==> config.mk <==
export PLATFORM = sky130hd
export DESIGN_NAME = wb_port_arbiter
export DESIGN_NICKNAME = d
export VERILOG_FILES = /design/src/rtl/wb_port_arbiter.sv
export SDC_FILE = /design/constraint.sdc
export NUM_CORES = 1
export LEC_CHECK = 0
export CAP_MARGIN = 10
export CORE_AREA = 2 2 66 62
export CTS_CLUSTER_DIAMETER = 30
export DETAILED_ROUTE_END_ITERATION = 12
export DIE_AREA = 0 0 68 64
export PLACE_DENSITY = 0.75
export SYNTH_ARGS = -nofsm -noshare
export SYNTH_HDL_FRONTEND = slang
export SYNTH_SLANG_ARGS = --single-unit
==> constraint.sdc <==
create_clock -name clk -period 1 [get_ports clk]
set_input_delay 0.2 -clock clk [delete_from_list [all_inputs] [get_ports clk]]
set_output_delay 0.2 -clock clk [all_outputs]
set_load 0.01 [all_outputs]
Run 1, placement by cell class:
The bar under the picture is 20 um long.
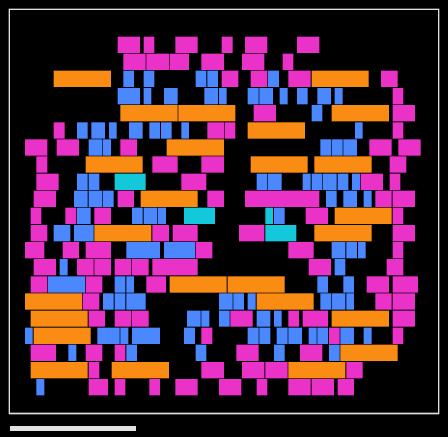
registers: drawn in orange, cells 25, share of their area 30%. remaining buffers and delay cells: drawn in magenta, cells 103, share of their area 42%. clock drivers and dummy loads: drawn in cyan, cells 4, share of their area 2.1%. remaining logic cells: drawn in blue, cells 97, share of their area 26%.
flop share of the area: 29.0%
Final Util: 59.4%
core area: 3630 um2
number of cell rows: 21

Run 1, track usage over the die:
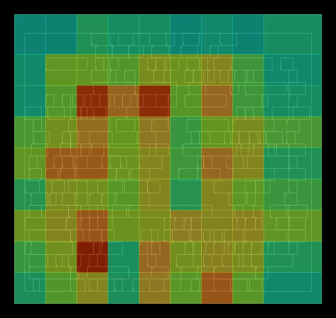
DR WL/cell: 14.4 um
GRT Max-Usage Layer: met2

Run 1, routed clock nets over the placement:
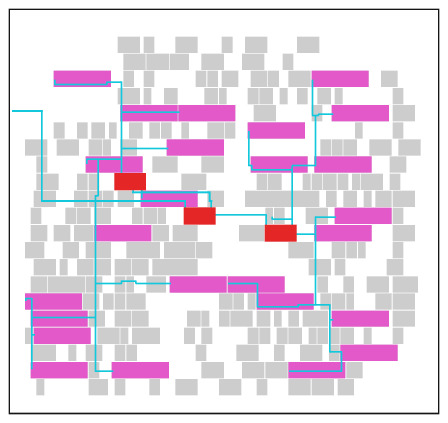
clock wires: drawn in cyan, length 314 um. flip-flops: drawn in magenta, count 25. clock-net drivers: drawn in red, count 3.
Position of the flops: all over the die.
Clock Power Share: 22.0%
Clk Latency, worst-skew pair: 0.27 ns
clock-net power: 0.000605 W
clk_skew: 0.00520 ns

==> flow_metrics.tcl, run 1 <==
# implementation run metrics
set metrics [dict create \
    status "finished, violations left" \
    violations "setup timing" \
    nets 273 \
    ff_type "dfrtp_1" \
    largest_reg_flops 16 \
    cts_buffer_depth 2 \
    max_freq_mhz 796 \
    ys.flops 25 \
    fp_util_pct 32.9 \
    hold_viol_final 0 \
    htree_levels 1 \
    gr-total-overflow 0 \
    die_w_um 68 \
    final_layout_top_logic_cell "clkdlybuf4s50_1" \
    vdd_ir_drop_max_uv 869 \
    grt_max_degree 26 \
    cp-end-kind "output pin" \
    cts_buffers 3 \
    ys_cells 133 \
    critPathLaunchType "register" \
    syn-cell-area_um2 1190 \
    finalWeightedCongestion 0.744 \
    via_per_inst 4.96 \
    warnings 29 \
    final-setup-viol-count 27 \
    synth.distinct_cells 22 \
    drc_errors 0 \
    clock_sinks 25 \
    slew_violations 0 \
    min_path_type "primary input to async pin" \
    antenna_left 0 \
    antenna_found_initial 0 \
    finalCritPeriodShare_pct 126 \
    yosys_warnings 0 \
    first_pass_iters 4 \
    cts_tree "yes" \
    dp.cells 251 \
    crit_arrival_ns 1.06 \
    grt_pass1_vias 1378 \
    required_ns 0.80 \
    dp_hpwl_um 2510 \
    portBuffers 67 \
    min_period_ns 1.26 \
    r2r_cells 6 \
    diodes 0 \
    rsz0062_at_grt "true" \
    worst-setup-path-type "register to output pin" \
    grt_pass1_wl_um 6320 \
    routed_wirelength_um 3960 \
    hold_ws_ns 0.215 \
    maxCapViolCount 0 \
    syn_to_final_growth_pct 80.9 \
    cp_max_fo 2 \
    final_cells 275 \
    die_y_um 64 \
    edf_count 0 \
    fillers 354 \
    clkSlewWorstSetupHoldPaths_ns 0.09 \
    finalPower_w 0.00275 \
    dr_total_vias 1365 \
    final-comb-area_um2 532 \
    power-per-cell-area_nw_per_um2 1280 \
    synth_sequential_area_ratio_pct 52.5 \
    cellLeakagePower_nw 0.950 \
    yosys_area_um2 1190 \
    fin_tns_setup_ns -5.46 \
    drt_iter0_drc 102 \
    layout.cells.most_common_list "clkdlybuf4s50_1, buf_4, dfrtp_1" \
    track_usage_pct 18.8 \
    ios 68 \
    async_flop_share_pct 100 \
    syn_inst 133 \
    clock-root-buffer "clkbuf_8" \
    drive_gt1_share_pct 31.4 \
    synth.avg_cell_area_um2 8.96 \
    ff_latch_area_um2 626 \
    setup_slack_ns -0.256 \
    chipArea_um2 4350 \
    r2r_slack_ns -0.24 \
]
-- run 1: cells in the mapped netlist, types with 4 or more instances --
cell type  number  area share [%]
dfrtp_1        25              53
nor2_1         20             6.3
a31oi_1        19              10
nand3_1        19             8.0
o21ai_0        19             8.0
a21oi_1         5             2.1
clkbuf_1        4             1.3
-- run 1: logic make-up after synthesis --
family | synth area share, %
AND-OR/OR-AND | 21.8
AND/OR/NAND/NOR | 17.5
flip-flops | 52.5
buffers and inverters | 6.72
adder cells (fa/ha/maj) | 1.05
other | 0.315
-- run 1: critical path, cell delays in order (launching register included) --
cell	delay, ns
dfrtp_1	0.39
and2b_1	0.22
nor2_2	0.04
buf_2	0.13
-- run 1: through the flow --
step,setup slack (ns),cell area [um2]
after global placement,-0.719,1990
after global routing,-0.312,2150
final,-0.256,2150
after CTS,-0.273,2070
after floorplan,-0.0567,1220
after detailed placement,-0.745,1990
-- run 1: report_power, final --
group	total, W	internal [W]	switching, W	leakage (nW)
clock network	0.000605	0.000285	0.000320	0.0228
registers	0.00120	0.00113	0.0000638	0.282
logic	0.000951	0.000543	0.000407	0.645
-- run 1: area by class of cell --
| type | count | share of cell area, % |
|---|---|---|
| clock buffers | 4 | 2.09 |
| well taps | 46 | 2.67 |
| repair buffers | 103 | 41.2 |
| inverters | 2 | 0.348 |
| flip-flops and latches | 25 | 29.0 |
| multi-input cells | 95 | 24.7 |
-- run 1: what timing repair did --
item | in CTS | in global routing
resized | 121 | 4
setup endpoints to repair | 49 | 49
buffers inserted | 9 | 8
pin swaps | 6 | 3
cloned | 3 | 0
hold buffers | 0 | 0
-- run 1: routing by layer --
| metal | part of all wire, % | global-route usage [%] | vias up | routed length [um] |
|---|---|---|---|---|
| met2 | 50 | 31.4 | 42 | 1960 |
| li1 | - | - | 672 | - |
| met3 | 5.8 | 4.23 | 2 | 228 |
| met5 | 0 | 0 | - | 0 |
| met1 | 44 | 25.2 | 649 | 1760 |
| met4 | 0.35 | 2.50 | 0 | 14 |
Run 1, sequential cells grouped by signal name:
Other sequential cells in the stronger grey, the rest of the logic in the fainter grey.
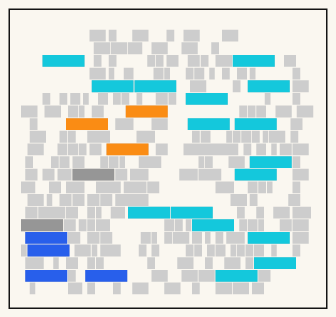

==> run 2: changes to the inputs <==
- CELL_PAD_IN_SITES_DETAIL_PLACEMENT: not set -> 0
- CELL_PAD_IN_SITES_GLOBAL_PLACEMENT: not set -> 1
- CORE_AREA: 2 2 66 62 -> 2 2 68 83
- CTS_CLUSTER_DIAMETER: 30 -> not set
- DIE_AREA: 0 0 68 64 -> 0 0 70 85
- PLACE_DENSITY: 0.75 -> 0.76
Run 2, sequential cells grouped by signal name:
Other sequential cells in the stronger grey, the rest of the logic in the fainter grey.
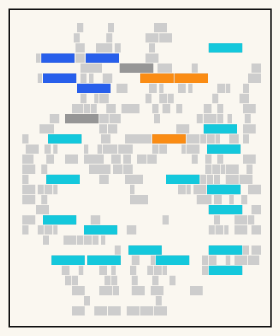
`rf_wdata`: drawn in cyan, sequential cells 16. `rf_waddr`: drawn in orange, sequential cells 3. `starve_cnt`: drawn in blue, sequential cells 4, where upper left.
Another 2 sequential cells are not coloured.
FF+latch area: 626 um2
sequential power: 0.00120 W
Final Util: 39.9%

==> run 2 against run 1 <==
The run still ends with setup timing left. Clock power is 0.8% higher. Setup slack worse by 0.068 ns. Via count is 4.8% lower. Wire length hardly changed. Critical path type is now primary input to output pin.
==> flow_metrics.tcl, run 2 <==
# implementation run metrics
set metrics [dict create \
    internal_power_w 0.00189 \
    cp-end-kind "output pin" \
    finClkSkew_ns 0.00348 \
    combPwrFrac_pct 32.1 \
    synthMostInstantiatedCell "dfrtp_1" \
    clock-root-buffer "clkbuf_8" \
    clkSlewWorstSetupHoldPaths_ns 0.09 \
    p_seq_share_pct 44.9 \
    first_pass_iters 4 \
    chipArea_um2 5950 \
    clkPwrFrac_pct 22.9 \
    crit_arrival_ns 1.12 \
    power-per-cell-area_nw_per_um2 1290 \
    rsz0062_at_grt "true" \
    yosys-top-cells-area "dfrtp_1, a31oi_1, nand3_1" \
    cts_buffer_depth 2 \
    hold_viol_final 0 \
    ys_top_cells_by_count "dfrtp_1, nor2_1, a31oi_1, nand3_1, o21ai_0" \
    dr_total_vias 1299 \
    min_period_ns 1.32 \
    syn_inst 133 \
    p_sw_w 0.000773 \
    clkLatencyLatePin_ns 0.27 \
    r2r_cells 4 \
    async_flop_share_pct 100 \
    hold_ws_ns 0.291 \
    track_usage_pct 13.5 \
    setup_slack_ns -0.325 \
    synth.distinct_cells 22 \
    switching_share_pct 29.0 \
    clock_sinks 25 \
    largest_reg_flops 16 \
    finalPower_w 0.00266 \
    final-setup-viol-count 28 \
    die_y_um 85 \
    layout.cells.most_common_list "clkdlybuf4s50_1, dfrtp_1, buf_2" \
    cp_max_fo 3 \
    yosys_warnings 0 \
    routed_wirelength_um 3960 \
    violations "setup timing" \
    cp_top_family "buffers and inverters" \
    nets 263 \
    synth.largest_area_cell "dfrtp_1" \
    grt_pass1_wl_um 6330 \
    maxCapViolCount 0 \
    portBuffers 67 \
    critPathLaunchType "primary input" \
    status "finished, violations left" \
    diodes 0 \
    crit_chain "clkdlybuf4s50_1 -> and2b_1 -> nor2_2 -> buf_2" \
    gr-total-overflow 0 \
    cpMaxStageDelayCell "clkdlybuf4s50_1" \
    antenna_left 0 \
    cts_buffers 3 \
    dp_hpwl_um 2640 \
    grt_pass1_vias 1298 \
    wl_per_cell_um 14.1 \
    edf_count 0 \
    worst-setup-path-type "primary input to output pin" \
    slew_violations 0 \
    final_layout_top_logic_cell "clkdlybuf4s50_1" \
    fp_util_pct 23.1 \
    synth_sequential_area_ratio_pct 52.5 \
    syn-cell-area_um2 1190 \
    grt_max_degree 26 \
    ys.flops 25 \
    r2r_slack_ns -0.18 \
    required_ns 0.80 \
    yosys_area_um2 1190 \
    cp.depth 4 \
    drt_iter0_drc 43 \
    htree_levels 1 \
    finalCritPeriodShare_pct 132 \
    fillers 563 \
    synth.avg_cell_area_um2 8.96 \
    max_stage_delay_ns 0.45 \
    finalWeightedCongestion 0.724 \
    cellLeakagePower_nw 0.877 \
    die_w_um 70 \
    syn_to_final_growth_pct 72.5 \
    cts_tree "yes" \
    antenna_found_initial 0 \
    cp_num_buf_inv 2 \
    vdd_ir_drop_max_uv 427 \
    min_path_type "primary input to async pin" \
    ios 68 \
    drc_errors 0 \
    max_freq_mhz 755 \
    ys_cells 133 \
    ff_type "dfrtp_1" \
    drive_gt1_share_pct 27.4 \
    via_per_inst 4.62 \
    warnings 29 \
    top_cell_area_share_pct 52.5 \
]
Run 2, placement by cell class:
The bar under the picture is 20 um long.
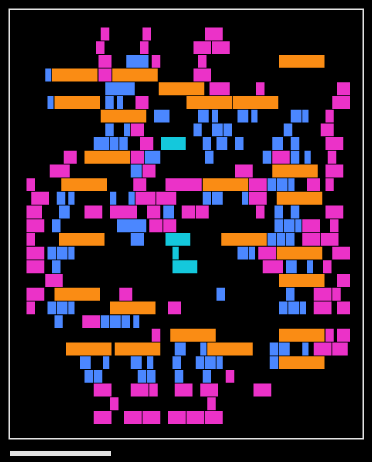
remaining buffers and delay cells: drawn in magenta, cells 93, share of their area 39%. remaining logic cells: drawn in blue, cells 97, share of their area 27%. registers: drawn in orange, cells 25, share of their area 32%. clock drivers and dummy loads: drawn in cyan, cells 4, share of their area 2.3%.
number of cell rows: 29
post-route cell area: 2050 um2
flop share of the area: 30.5%
core area: 5150 um2

-- run 2: through the flow --
stage	instances	instance area (um2)	setup TNS [ns]	setup WS, ns
after global placement	267	2010	-20.99	-0.816
final	281	2050	-4.51	-0.325
after CTS	273	1960	-5.46	-0.302
after detailed placement	267	2010	-21.44	-0.816
after global routing	281	2050	-6.82	-0.366
after floorplan	134	1220	-1.15	-0.0567
-- run 2: power groups by stage --
stage | registers (W) | logic, W | clock network, W
2_1_floorplan | 0.00128 | 0.000282 | 0
3_3_place_gp | 0.00122 | 0.000871 | 0
3_5_place_dp | 0.00122 | 0.000876 | 0
4_1_cts | 0.00120 | 0.000780 | 0.000649
5_1_grt | 0.00121 | 0.000939 | 0.000675
6_report | 0.00120 | 0.000855 | 0.000610
-- run 2: final cells by class --
type                    count  area (um2)  share of cell area, %
clock buffers               4        45.0                   2.19
inverters                   2        7.51                  0.365
multi-input cells          95         519                   25.3
flip-flops and latches     25         626                   30.5
well taps                  62        77.6                   3.78
repair buffers             93         779                   37.9
-- run 2: tightest hold or removal path, cell delays in order --
cell and delay, ns:
dlygate4sd2_1 0.30, buf_4 0.15, buf_4 0.32
-- run 2: routing by layer --
layer	vias up	GRT usage [%]	routed length, um
li1	648	-	-
met2	46	23.2	1950
met3	4	2.49	209
met4	0	4.20	40
met1	601	17.1	1760
met5	-	0	0
-- run 2: logic make-up after synthesis --
family                   after synthesis  share of synthesized area, %
other                                  1                         0.315
adder cells (fa/ha/maj)                1                          1.05
AND-OR/OR-AND                         46                          21.8
buffers and inverters                 14                          6.72
AND/OR/NAND/NOR                       46                          17.5
flip-flops                            25                          52.5
-- run 2: timing repair --
item                                    in CTS  in global routing
hold buffers                                 0                  0
pin swaps                                    2                  0
setup buffers                                2                  7
endpoints found under the setup margin      49                 48
cloned                                       0                  1
gates resized                              111                  8
Power and IR drop assume default switching activity.
